run_1/flops_by_reg.png
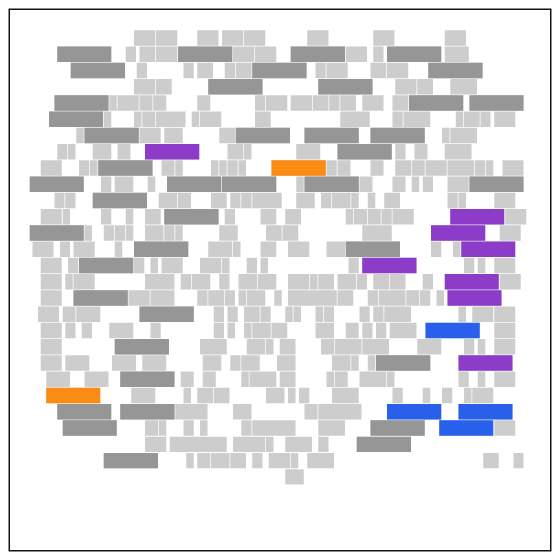
run_1/detail.png
The bar under the picture is 20 um long. Region (0, 0) to (50, 50) um. Cells in gray, sequential cells in the stronger gray; small squares are vias.
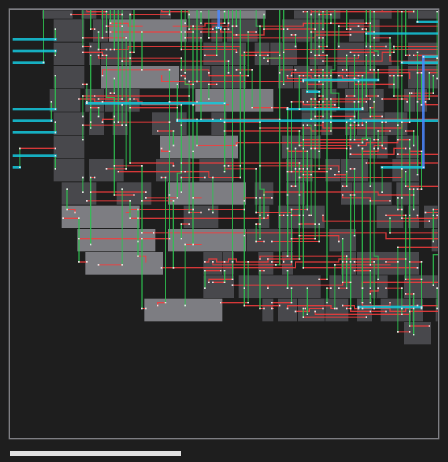
run_1/metal_density.png
The bar under the picture is 20 um long. The die is cut into 18 by 18 equal tiles; black is low, pale yellow is high, scaled to the fullest tile. Values are wire area over tile area, all layers added.
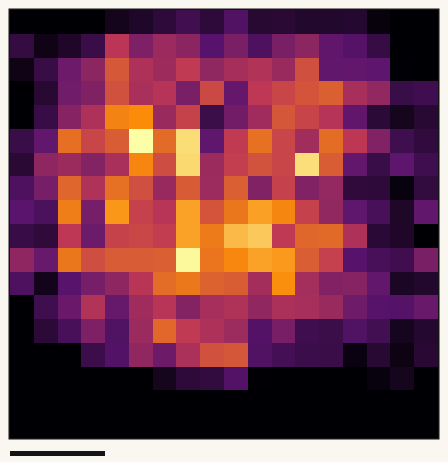
[config.mk]
export PLATFORM = sky130hd
export DESIGN_NAME = bram_fill_writer_flat
export DESIGN_NICKNAME = d
export VERILOG_FILES = /design/src/rtl/bram_fill_writer_pkg.sv /design/src/rtl/bram_fill_writer_if.sv /design/src/rtl/bram_fill_pattern.sv /design/src/rtl/bram_fill_writer.sv /design/src/flat_wrapper.sv
export SDC_FILE = /design/constraint.sdc
export NUM_CORES = 1
export LEC_CHECK = 0
export CAP_MARGIN = 0
export CORE_MARGIN = 3
export CORE_UTILIZATION = 47
export CTS_CLUSTER_DIAMETER = 150
export DETAILED_ROUTE_END_ITERATION = 7
export HOLD_SLACK_MARGIN = 0.08
export PLACE_DENSITY = 0.69
export SLEW_MARGIN = 20
export SYNTH_ARGS = -nofsm -noshare
export SYNTH_HDL_FRONTEND = slang
export SYNTH_SLANG_ARGS = --single-unit
[constraint.sdc]
create_clock -name clk -period 7.9 [get_ports clk]
set_input_delay 0.79 -clock clk [delete_from_list [all_inputs] [get_ports clk]]
set_output_delay 0.79 -clock clk [all_outputs]
set_load 0.02 [all_outputs]
[src/rtl/bram_fill_writer_pkg.sv]
// Shared encodings and LFSR helpers for the block-RAM fill writer.
package bram_fill_writer_pkg;

  typedef enum logic [1:0] {
    ST_IDLE  = 2'd0,
    ST_WRITE = 2'd1,
    ST_DONE  = 2'd2
  } fill_state_e;

  typedef enum logic [1:0] {
    MODE_RAMP = 2'd0,
    MODE_GRAY = 2'd1,
    MODE_WALK = 2'd2,
    MODE_LFSR = 2'd3
  } fill_mode_e;

  localparam logic [7:0] LFSR_TAP      = 8'hB8;
  localparam logic [7:0] LFSR_ZERO_SUB = 8'h01;

  // Galois right-shift step of the 8-bit pattern LFSR.
  function automatic logic [7:0] lfsr_next(input logic [7:0] d);
    return d[0] ? ((d >> 1) ^ LFSR_TAP) : (d >> 1);
  endfunction

endpackage

[src/rtl/bram_fill_writer_if.sv]
// Control/status and RAM write-port bundle of the fill writer.
// master: whoever requests fills; slave: the fill writer itself.
interface bram_fill_writer_if #(
  parameter int ADDR_WIDTH = 4,
  parameter int DATA_WIDTH = 8
);
  logic                  start;
  logic                  abort;
  logic                  step_en;
  logic [1:0]            mode;
  logic [DATA_WIDTH-1:0] seed;
  logic                  w_en;
  logic [ADDR_WIDTH-1:0] w_addr;
  logic [DATA_WIDTH-1:0] w_data;
  logic                  busy;
  logic                  done;
  logic [DATA_WIDTH-1:0] checksum;

  modport master (
    output start, abort, step_en, mode, seed,
    input  w_en, w_addr, w_data, busy, done, checksum
  );

  modport slave (
    input  start, abort, step_en, mode, seed,
    output w_en, w_addr, w_data, busy, done, checksum
  );
endinterface

[src/rtl/bram_fill_pattern.sv]
// Combinational pattern generator: one word for a given index.
// The LFSR word is supplied by the caller, which owns the shift register.
module bram_fill_pattern
  import bram_fill_writer_pkg::*;
#(
  parameter int ADDR_WIDTH = 4,
  parameter int DATA_WIDTH = 8
) (
  input  fill_mode_e            mode,
  input  logic [DATA_WIDTH-1:0] seed,
  input  logic [ADDR_WIDTH-1:0] index,
  input  logic [DATA_WIDTH-1:0] lfsr,
  output logic [DATA_WIDTH-1:0] word
);

  logic [DATA_WIDTH-1:0] sum;
  logic [DATA_WIDTH-1:0] walk;

  // Select the pattern word; all arithmetic wraps at DATA_WIDTH.
  always_comb begin
    sum  = seed + DATA_WIDTH'(index);
    walk = (DATA_WIDTH'(1) << (32'(index) % DATA_WIDTH)) ^ seed;
    word = lfsr;
    unique case (mode)
      MODE_RAMP: word = sum;
      MODE_GRAY: word = sum ^ (sum >> 1);
      MODE_WALK: word = walk;
      MODE_LFSR: word = lfsr;
      default:   word = lfsr;
    endcase
  end

endmodule

[src/rtl/bram_fill_writer.sv]
// Fills every RAM address with a deterministic pattern, one word per
// step tick, and publishes an XOR checksum of the completed fill.
module bram_fill_writer
  import bram_fill_writer_pkg::*;
#(
  parameter int ADDR_WIDTH = 4,
  parameter int DATA_WIDTH = 8
) (
  input logic               clk,
  input logic               rst,
  bram_fill_writer_if.slave bus
);

  fill_state_e           state;
  fill_mode_e            mode_q;
  logic [DATA_WIDTH-1:0] seed_q;
  logic [ADDR_WIDTH-1:0] idx;
  logic [DATA_WIDTH-1:0] lfsr;
  logic [DATA_WIDTH-1:0] xor_acc;
  logic [DATA_WIDTH-1:0] word;

  logic                  w_en_q;
  logic [ADDR_WIDTH-1:0] w_addr_q;
  logic [DATA_WIDTH-1:0] w_data_q;
  logic                  busy_q;
  logic                  done_q;
  logic [DATA_WIDTH-1:0] checksum_q;

  bram_fill_pattern #(
    .ADDR_WIDTH (ADDR_WIDTH),
    .DATA_WIDTH (DATA_WIDTH)
  ) u_pattern (
    .mode  (mode_q),
    .seed  (seed_q),
    .index (idx),
    .lfsr  (lfsr),
    .word  (word)
  );

  // Fill FSM with all outputs registered; abort beats every other input.
  always_ff @(posedge clk or negedge rst) begin
    if (!rst) begin
      state      <= ST_IDLE;
      mode_q     <= MODE_RAMP;
      seed_q     <= '0;
      idx        <= '0;
      lfsr       <= '0;
      xor_acc    <= '0;
      w_en_q     <= 1'b0;
      w_addr_q   <= '0;
      w_data_q   <= '0;
      busy_q     <= 1'b0;
      done_q     <= 1'b0;
      checksum_q <= '0;
    end else begin
      unique case (state)
        ST_IDLE: begin
          w_en_q <= 1'b0;
          done_q <= 1'b0;
          if (!bus.abort && bus.start) begin
            mode_q  <= fill_mode_e'(bus.mode);
            seed_q  <= bus.seed;
            idx     <= '0;
            xor_acc <= '0;
            // All-zero is the LFSR lock-up state, so substitute a nonzero seed.
            lfsr    <= (bus.seed == '0) ? DATA_WIDTH'(LFSR_ZERO_SUB) : bus.seed;
            busy_q  <= 1'b1;
            state   <= ST_WRITE;
          end
        end
        ST_WRITE: begin
          done_q <= 1'b0;
          if (bus.abort) begin
            w_en_q     <= 1'b0;
            busy_q     <= 1'b0;
            checksum_q <= '0;
            state      <= ST_IDLE;
          end else if (bus.step_en) begin
            w_en_q   <= 1'b1;
            w_addr_q <= idx;
            w_data_q <= word;
            xor_acc  <= xor_acc ^ word;
            idx      <= idx + 1'b1;
            lfsr     <= DATA_WIDTH'(lfsr_next(8'(lfsr)));
            if (&idx) state <= ST_DONE;
          end else begin
            w_en_q <= 1'b0;
          end
        end
        ST_DONE: begin
          // xor_acc already holds the last word, folded in on the final write.
          w_en_q     <= 1'b0;
          done_q     <= 1'b1;
          busy_q     <= 1'b0;
          checksum_q <= xor_acc;
          state      <= ST_IDLE;
        end
        default: state <= ST_IDLE;
      endcase
    end
  end

  assign bus.w_en     = w_en_q;
  assign bus.w_addr   = w_addr_q;
  assign bus.w_data   = w_data_q;
  assign bus.busy     = busy_q;
  assign bus.done     = done_q;
  assign bus.checksum = checksum_q;

endmodule

[src/flat_wrapper.sv]
// flat-port wrapper written by rule: the top's interface ports become plain ports
module bram_fill_writer_flat import bram_fill_writer_pkg::*;
#(
  parameter int ADDR_WIDTH = 4,
  parameter int DATA_WIDTH = 8
)
  (clk, rst, bus_start, bus_abort, bus_step_en, bus_mode, bus_seed, bus_w_en, bus_w_addr, bus_w_data, bus_busy, bus_done, bus_checksum);
  bram_fill_writer_if #(.ADDR_WIDTH(ADDR_WIDTH), .DATA_WIDTH(DATA_WIDTH)) bus_i ();
  input logic clk;
  input logic rst;
  input wire logic [$bits(bus_i.start)-1:0] bus_start;
  input wire logic [$bits(bus_i.abort)-1:0] bus_abort;
  input wire logic [$bits(bus_i.step_en)-1:0] bus_step_en;
  input wire logic [$bits(bus_i.mode)-1:0] bus_mode;
  input wire logic [$bits(bus_i.seed)-1:0] bus_seed;
  output wire logic [$bits(bus_i.w_en)-1:0] bus_w_en;
  output wire logic [$bits(bus_i.w_addr)-1:0] bus_w_addr;
  output wire logic [$bits(bus_i.w_data)-1:0] bus_w_data;
  output wire logic [$bits(bus_i.busy)-1:0] bus_busy;
  output wire logic [$bits(bus_i.done)-1:0] bus_done;
  output wire logic [$bits(bus_i.checksum)-1:0] bus_checksum;
  assign bus_i.start = bus_start;
  assign bus_i.abort = bus_abort;
  assign bus_i.step_en = bus_step_en;
  assign bus_i.mode = bus_mode;
  assign bus_i.seed = bus_seed;
  assign bus_w_en = bus_i.w_en;
  assign bus_w_addr = bus_i.w_addr;
  assign bus_w_data = bus_i.w_data;
  assign bus_busy = bus_i.busy;
  assign bus_done = bus_i.done;
  assign bus_checksum = bus_i.checksum;
  bram_fill_writer #(.ADDR_WIDTH(ADDR_WIDTH), .DATA_WIDTH(DATA_WIDTH)) u_core (.clk(clk), .rst(rst), .bus(bus_i));
endmodule
==> run summary, run 1 <==
Implementation results.

Per the final timing report, the hold violations number 0. For this run, global-route usage on met1 was measured as 0.268. The number of cells in the design after placement is 457. The internal power is roughly 0.75 mW.

The aggregate negative setup slack is 0 ns. The analysis reports a worst IR drop on VDD of 0.183 mV. The master cell of the clock root buffer is sky130_fd_sc_hd__clkbuf_8.

The biggest fanout along the worst timing path is 5. Per the layout report, the design carries 6 clock buffers. STA classifies the critical path startpoint as a flop. The per-instance average area after synthesis is 9.75 sq um. The total non-filler cell area in the finished layout is 3830 sq um. The data-path buffer share of cell area in the final layout is 0.0992. Summing over the stages, the warning tally comes to 34.

The number of antenna violations at the first check in global routing is 0. The multi-input gate count is 259. The number of sequential cells reported for the layout is 55. The post-synthesis cell count is 343. The synthesized area is 3350 sq um. The post-route total power is between 1 and 1.5 mW.

The number of max-cap violations is 0. The count of fill cells added during filler insertion is 641. Of the total power, the clock network draws 0.116. The dominant power group in this design is combinational cells. The fraction of registers with async set or reset after synthesis is 1.00.

The total of endpoints with negative setup slack in the final report is 0. Gates resized during post-CTS repair numbered 0. The register clock-pin slew on the reported worst setup and hold paths is around 0.1 ns. At the end of routability-driven placement, the weighted congestion stood at ~0.84. The startpoint of the worst setup timing path is u_core.idx[0]. The timing report lists the critical path depth as 8 cells.

After synthesis, the share of cell area in mux cells is 0.111. The run finished with clean final reports. The standard cell core area is 6830 sq um. In this run, post-CTS hold repair placed 0 buffers.

The area fraction in xor and xnor cells is 0.0419. The power in combinational cells is 0.667 mW. The placement-stage worst setup slack is 4.79 ns. Registers take 1380 sq um. The H-tree depth is 2. The number of buffers added for setup after CTS is 0. The count of cells along the worst register-to-register path is 8. Per the synthesis report, the AND-OR/OR-AND share of the synthesized area is 0.184.
Back to the opening pictures, flops_by_reg.png:
| netlist name | color | placed flops |
|---|---|---|
| u_core.mode_q | orange | 2 |
| u_core.bus.w_data | purple | 8 |
| u_core.bus.w_addr | blue | 4 |
not colored: 41
Seq area share: 0.359
power drawn by the sequential cells: 0.510 mW
post-layout util: 0.561

Back to the opening pictures, detail.png:
| layer | color |
|---|---|
| metal 4 | blue |
| metal 2 | green |
| metal 3 | cyan |
| metal 1 | red |
cells with their middle in the window: 105
netlist names of flops here include: u_core.seed_q (8)
most frequent: nor2_1 (10), dfrtp_1 (10), mux2_2 (9)
sequential cells in the window: 10

Back to the opening pictures, metal_density.png:
tiles over half the peak: 24%
nearly empty tiles: 20%
mean over tiles: 0.14
densest ninth of the die: center
fullest tile: 0.47

==> inputs of run 2 (changes only) <==
--- a/config.mk
+++ b/config.mk
@@ -11,7 +11,7 @@
 export CTS_CLUSTER_DIAMETER = 150
 export DETAILED_ROUTE_END_ITERATION = 7
 export HOLD_SLACK_MARGIN = 0.08
-export PLACE_DENSITY = 0.69
+export PLACE_DENSITY = 0.71
 export SLEW_MARGIN = 20
 export SYNTH_ARGS = -nofsm -noshare
 export SYNTH_HDL_FRONTEND = slang
==> constraint.sdc (replaced) <==
create_clock -name clk -period 2.4 [get_ports clk]
set_input_delay 0.24 -clock clk [delete_from_list [all_inputs] [get_ports clk]]
set_output_delay 0.24 -clock clk [all_outputs]
set_load 0.02 [all_outputs]
run_2/placement_by_type.png
Fill, decap, tap and diode cells in gray.
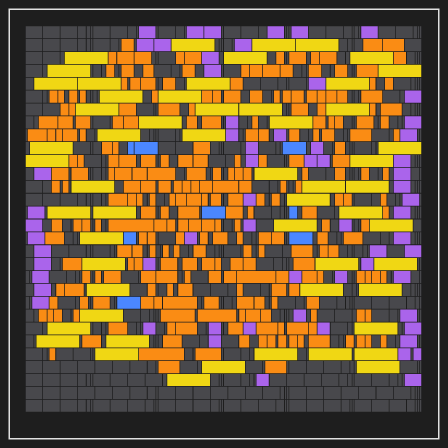
| class | color | cells | share of their area |
|---|---|---|---|
| combinational and other logic | orange | 267 | 49% |
| sequential cells | yellow | 55 | 35% |
| clock drivers and dummy loads | blue | 8 | 2.2% |
| remaining buffers and delay cells | purple | 62 | 14% |
post-route standard cell area excluding fillers: 4050 sq um
post-layout util: 0.593
core region area: 6830 sq um

==> run summary, run 2 <==
Implementation results.

The flow ran to the end, but the final reports show violations. The checks that failed: negative setup slack. At the worst endpoint, the arrival time is about 2.7 ns. The number of buffers added for setup after CTS was 0 (unchanged). The biggest area consumer among synthesized cells is sky130_fd_sc_hd__dfrtp_1. The per-instance average area after synthesis came to 9.75 sq um (unchanged).

The count of cells along the worst register-to-register path is 7 (-1). Setup repair after global routing could not meet its margin everywhere. The register clock-pin slew on the reported worst setup and hold paths came to 0.10 ns (about the same). The cell type of the slowest stage on the worst timing path is sky130_fd_sc_hd__or4_1. The die covers approximately 8200 sq um. The data-path buffer share of cell area in the final layout is 0.137 (+0.0379). The aggregate negative setup slack came to -0.0746 ns (-0.0746 ns). The count of fill cells added during filler insertion is 616 (-3.9%). The clock buffer count was 6 (unchanged). The number of sequential cells in the layout is 55 (unchanged). The hold-fix buffer count after cts came to 1 (+1). The area fraction in mux cells is 0.111 (unchanged). The number of global-route vias before repair was approximately 2,700. The number of buffers between clock root and the deepest sink is 2. The count of inverters other than clock inverters in the layout is 8. The final weighted congestion in routability-driven placement is 0.866 (+3.6%).

The overflow left after global routing is 0. The post-synthesis cell count is 343 (unchanged). The area fraction in xor and xnor cells was 0.0419 (unchanged). The synthesized area is 3350 sq um (unchanged). The internal power was 2.64 mW (+250%).

The number of gates given a new drive strength after cts is 2 (+2). Per the final layout report, the fraction of cells sized above drive strength 1 comes to 0.163. The final timing report lists clock skew as around 0.011 ns. The fraction of registers with async set or reset after synthesis is 1.00 (unchanged). The cell depth of the worst setup path is 7 (-1).

In the post-route analysis, the smallest setup slack over all paths is -0.0746 ns. The sequential power is 1.62 mW (+220%). The H-tree depth was 2 (unchanged). The number of cells in the design after placement came to 478 (+4.6%).

The final cell count without fillers is 488. The biggest slice of the total power is consumed by combinational cells. The worst register-to-register path begins at u_core.idx[0]. The number of max-cap violations is 0 (unchanged). The fraction of met1 tracks used by global routing came to 0.275 (+0.00653).

The biggest fanout along the worst timing path is 5 (unchanged). STA classifies the critical path startpoint as a flop. The power in combinational cells is 2.51 mW (+280%).

The met2 layer wire length in the routed design is 3810 um. The multi-input gate count was 259 (unchanged). The number of hold-slack violations in the final timing report came to 0 (unchanged). The final timing report derives a shortest allowable period of 2.47 ns. The synthesized-area fraction occupied by ao, oa, aoi and oai cells came to 0.184 (unchanged).

In this run the clock root is driven by a sky130_fd_sc_hd__clkbuf_8. The fraction of area in registers is 0.340 (-0.0194). The register area is 1380 sq um (unchanged). The clock power share was 0.111 (-0.005). The combinational cell fraction of total power is 0.541. The placement-stage worst setup slack is -0.0451 ns (-4.84 ns). sky130_fd_sc_hd__dfrtp_1 is the most common cell in the netlist.

The CTS tree is yes. The post-route total power is 4.65 mW (+250%). The total number of warnings across the stage logs was 36 (+5.9%). The startpoint of the worst setup timing path is u_core.idx[0]. According to the dpl log, the detail-placed design has an HPWL of between 6000 and 7000 um. The total of endpoints with negative setup slack in the final report is 1 (+1). The number of antenna violations at the first check in global routing is 0 (unchanged). As reported, the later end of the worst-skew pair has a clock insertion delay of 0.32 ns.

Per the TritonCTS log, the buffer count is 5. The peak supply drop is 0.630 mV (+240%).
run_2/detail.png
The bar under the picture is 20 um long. Region (0, 0) to (50, 50) um. Cells in gray, sequential cells in the stronger gray; small squares are vias.
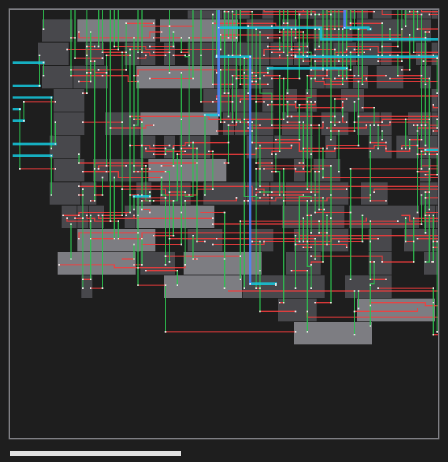
| layer | color |
|---|---|
| metal 2 | green |
| metal 4 | blue |
| metal 1 | red |
| metal 3 | cyan |
most frequent: dfrtp_1 (12)
netlist names of flops here include: u_core.seed_q (6), u_core.lfsr (4)
sequential cells in the window: 12
cells with their middle in the window: 105

No activity file was given, so power comes from the tool's default toggle rates.
